==> src/rtl/rf_write_scheduler.sv <==
// Write-port sequencer for the core register file: zeroing sweep after reset or
// on request, then round-robin arbitration of two writeback requesters.
module rf_write_scheduler #(
  parameter int ADDR_W        = 6,
  parameter int DATA_W        = 32,
  parameter int INIT_ENABLE   = 1,
  parameter int ZERO_REG_DROP = 1
) (
  input  logic              clk,
  input  logic              reset,
  input  logic              init_req,
  input  logic              req0_valid,
  input  logic [ADDR_W-1:0] req0_addr,
  input  logic [DATA_W-1:0] req0_data,
  output logic              req0_ready,
  input  logic              req1_valid,
  input  logic [ADDR_W-1:0] req1_addr,
  input  logic [DATA_W-1:0] req1_data,
  output logic              req1_ready,
  output logic              rf_wr,
  output logic [ADDR_W-1:0] rf_wa,
  output logic [DATA_W-1:0] rf_d,
  output logic              init_done
);

  typedef enum logic [0:0] {
    ST_INIT = 1'b0,
    ST_RUN  = 1'b1
  } state_t;

  localparam state_t            RESET_STATE = (INIT_ENABLE != 0) ? ST_INIT : ST_RUN;
  localparam logic [ADDR_W-1:0] CNT_LAST    = {ADDR_W{1'b1}};
  localparam logic [ADDR_W-1:0] ADDR_ZERO   = {ADDR_W{1'b0}};
  localparam logic              DROP_ZERO   = (ZERO_REG_DROP != 0);

  state_t              state_r, state_nxt_s;
  logic [ADDR_W-1:0]   cnt_r, cnt_nxt_s;
  logic                last_r, last_nxt_s;
  logic                grant0_s, grant1_s;
  logic                wr_nxt_s;
  logic [ADDR_W-1:0]   wa_nxt_s;
  logic [DATA_W-1:0]   d_nxt_s;

  // Next-state, arbitration and write-port selection
  always_comb begin
    state_nxt_s = state_r;
    cnt_nxt_s   = cnt_r;
    last_nxt_s  = last_r;
    grant0_s    = 1'b0;
    grant1_s    = 1'b0;
    wr_nxt_s    = 1'b0;
    wa_nxt_s    = rf_wa;
    d_nxt_s     = rf_d;
    case (state_r)
      ST_INIT: begin
        wr_nxt_s = 1'b1;
        wa_nxt_s = cnt_r;
        d_nxt_s  = {DATA_W{1'b0}};
        // init_req is deliberately ignored here so a sweep never restarts itself
        if (cnt_r == CNT_LAST) begin
          state_nxt_s = ST_RUN;
          cnt_nxt_s   = {ADDR_W{1'b0}};
        end else begin
          cnt_nxt_s = cnt_r + ADDR_W'(1);
        end
      end
      ST_RUN: begin
        // Under contention the requester that did not win last time goes first
        if (req0_valid && (!req1_valid || last_r)) begin
          grant0_s   = 1'b1;
          wa_nxt_s   = req0_addr;
          d_nxt_s    = req0_data;
          wr_nxt_s   = !(DROP_ZERO && (req0_addr == ADDR_ZERO));
          last_nxt_s = 1'b0;
        end else if (req1_valid) begin
          grant1_s   = 1'b1;
          wa_nxt_s   = req1_addr;
          d_nxt_s    = req1_data;
          wr_nxt_s   = !(DROP_ZERO && (req1_addr == ADDR_ZERO));
          last_nxt_s = 1'b1;
        end else begin
          wr_nxt_s = 1'b0;
        end
        if (init_req) begin
          state_nxt_s = ST_INIT;
          cnt_nxt_s   = {ADDR_W{1'b0}};
        end else begin
          state_nxt_s = ST_RUN;
        end
      end
      default: begin
        state_nxt_s = RESET_STATE;
        cnt_nxt_s   = {ADDR_W{1'b0}};
      end
    endcase
  end

  // State, sweep counter, pointer and registered write port
  always_ff @(posedge clk or posedge reset) begin
    if (reset) begin
      state_r <= RESET_STATE;
      cnt_r   <= {ADDR_W{1'b0}};
      last_r  <= 1'b1;
      rf_wr   <= 1'b0;
      rf_wa   <= {ADDR_W{1'b0}};
      rf_d    <= {DATA_W{1'b0}};
    end else begin
      state_r <= state_nxt_s;
      cnt_r   <= cnt_nxt_s;
      last_r  <= last_nxt_s;
      rf_wr   <= wr_nxt_s;
      rf_wa   <= wa_nxt_s;
      rf_d    <= d_nxt_s;
    end
  end

  assign req0_ready = grant0_s;
  assign req1_ready = grant1_s;
  assign init_done  = (state_r == ST_RUN);

endmodule

==> config.mk <==
export PLATFORM = sky130hd
export DESIGN_NAME = rf_write_scheduler
export DESIGN_NICKNAME = d
export VERILOG_FILES = /design/src/rtl/rf_write_scheduler.sv
export SDC_FILE = /design/constraint.sdc
export NUM_CORES = 1
export LEC_CHECK = 0
export ABC_AREA = 1
export CAP_MARGIN = 15
export CORE_MARGIN = 2
export CORE_UTILIZATION = 45
export CTS_CLUSTER_SIZE = 30
export DETAILED_ROUTE_END_ITERATION = 8
export GPL_ROUTABILITY_DRIVEN = 0
export PLACE_DENSITY = 0.87
export SLEW_MARGIN = 10
export SYNTH_ARGS = -nofsm -noshare
export SYNTH_HDL_FRONTEND = slang
export SYNTH_SLANG_ARGS = --single-unit
==> constraint.sdc <==
create_clock -name clk -period 3.5 [get_ports clk]
set_input_delay 0.7 -clock clk [delete_from_list [all_inputs] [get_ports clk]]
set_output_delay 0.7 -clock clk [all_outputs]
set_load 0.005 [all_outputs]
Logic cells by family:
Drawn at 6 px/um.
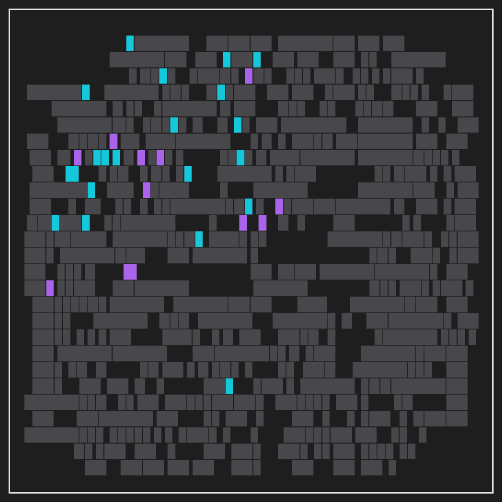
Purple stands for NOR gates, cells 11, most used nor2_1. Cyan stands for inverters, cells 20, most used inv_1.

I/O pins on the die edge:
Drawn at 6 px/um. Pins as bars across the die edge, other pins in gray.
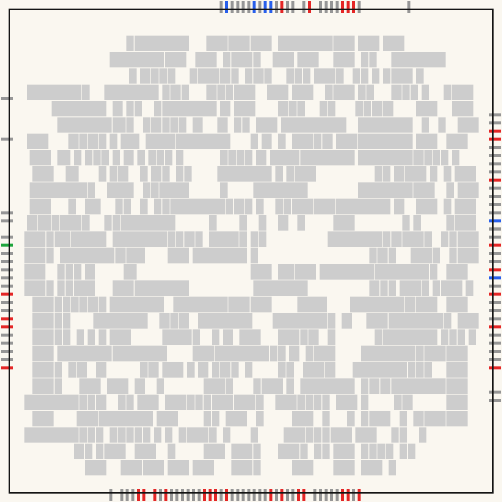
Blue stands for req0_addr, pins 6, direction input, edge 4 top, 2 right. Green stands for req0_ready, pins 1, direction output, edge left. Red stands for req0_data, pins 32, direction input, edge 15 bottom, 8 right, 5 top, 4 left.
All pins by edge: 43 bottom, 34 right, 25 top, 21 left.

==> flow_summary.toml <==
# implementation run metrics
[status]
status = "finished clean"

[detailed_routing]
firstDrtPassIters = 5
viasPerCell = 4.770
drt-total-wl_um = 7093
wire_per_inst_um = 12.62
ant_nets = 0

[worst_setup_path]
start_kind = "primary input"
crit_fanout = 3
crit_path_end = "req1_ready"
cp_num_cells = 8
cp_slowest_stage_delay_ns = 0.53
r2r-start = "last_r"
cp_cell_sequence = "clkdlybuf4s50_1 -> nand2_1 -> nand2_2 -> inv_4 -> nor2_1 -> nand2_1 -> inv_1 -> clkdlybuf4s50_1"
crit_type = "in -> out"
crit_start = "req1_valid"
r2r-end = "rf_wa[2]"
endpoint_kind = "primary output"
r2r_slack_ns = 1.15
cp.arrival_ns = 2.25
crit_path_top_delay_cell = "clkdlybuf4s50_1"

[final_timing]
slew_violations = 0
finalClockPeriodUsage_pct = 84.15
hold_violations = 0
setup_viol = 0
hold-worst-slack_ns = 0.5046
maxSlewHeadroom_pct = 35.89
rsz0062_at_grt = "no"
tightest_slew_ns = 0.9595
fin_worst_skew_ns = 0.005488
max_freq_mhz = 339.5

[clocking]
clk_transition_reported_paths_ns = 0.09
post-cts-setup-buffers = 0
clock_latency_ns = 0.30
clockBufferDepth = 2
cts_inserted_buffers = 5
ctsHoldBuffers = 0
cts_sinks = 47

[finish]
largest_reg_flops = 32
reg_top3 = "rf_d: 32 flops, cnt_r: 6 flops, rf_wa: 6 flops"
finalNonFillerCells = 562
drive_gt1_share_pct = 4.082
final-comb-area_um2 = 1197
regArea_um2 = 1177
final_cell_area_um2 = 3904
top_register = "rf_d"
n_antenna_cell = 0
final_common_cell = "nand2_1"
syn2layout_area_growth_pct = 48.78

[worst_hold_path]
hold_path_end = "last_r"
worstHoldPathCells = 2

[global_routing]
grt-ovfl-total = 0
grt_pass1_vias = 2741
grt_antenna_before_repair = 0
grt_max_degree = 82
track_usage_pct = 23.38
grt_first_pass_wirelength_um = 11840

[pwr]
p_leak_nw = 2.022
vdd_ir_drop_max_mv = 0.5195
power_mw = 1.768
p_per_area_nw_per_um2 = 453.0

[yosys]
synth-edff-count = 0
logic_family = "simple AND/OR/NAND/NOR gates"
aoi_share_pct = 2.051
adder_share_pct = 0.4769
yosys_area_um2 = 2624
synth_cells = 379
yosysTopAreaCell = "dfrtp_1"
top_area_share_pct = 43.87
synthMuxAreaShare_pct = 0
syn-cell-area_um2 = 2624
yosysWarnings = 0
ys_ff = 47

[job]
warnings = 26

[floorplan]
core_util_floorplan_pct = 47.07
die_h_um = 80.36
core-area_um2 = 5574

[placed_design]
dp_hpwl_um = 5009
Cells by drive strength:
Drawn at 6 px/um.
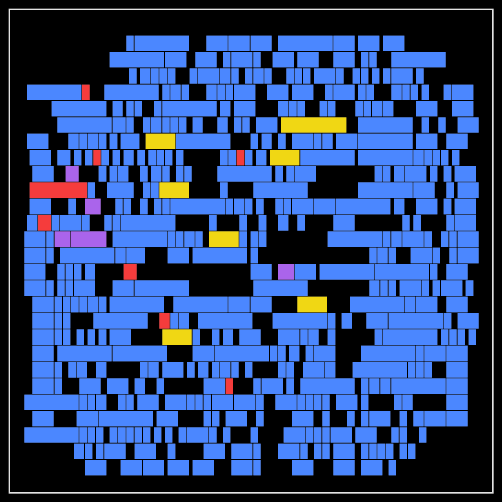
Purple stands for drive 3 to 4, cells 5, share 1.0%, most used buf_4. Red stands for drive 2, cells 8, share 1.6%, most used inv_2. Yellow stands for drive 6 and up, cells 7, share 1.4%, most used clkbuf_8. Blue stands for drive 1 or less, cells 470, share 96%, most used nand2_1.

Wires at chosen ports, followed through buffers:
Drawn at 3 px/um.
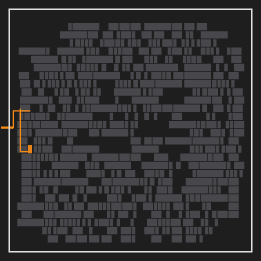
Orange stands for req0_ready, bits 1, direction output, end cells 1, wire 28.9 um.

## report_power, final
group / switching [mW] / internal (mW) / leakage (nW)
clock network: 0.178 / 0.231 / 0.0612
logic: 0.315 / 0.311 / 1.34
registers: 0.0906 / 0.643 / 0.622
total: 0.584 / 1.18 / 2.02
## layer usage
metal  part of all wire, %  vias to the layer above  wire, um  track usage (%)
met1                    41                     1214      2905            25.72
met5                     0                        -         0                0
met3                   6.5                        4       459            5.955
li1                      -                     1376         -                -
met4                  0.76                        0        54            6.102
met2                    52                       87      3673            44.25
## final cells by class
cell class              count  area share [%]
repair buffers            125           31.86
multi-input cells         290           30.67
flip-flops and latches     47           30.16
well taps                  72           2.308
clock buffers               6           2.115
inverters                  20           1.987
clock inverters             2          0.8974
No activity file was given, so power comes from the tool's default toggle rates.
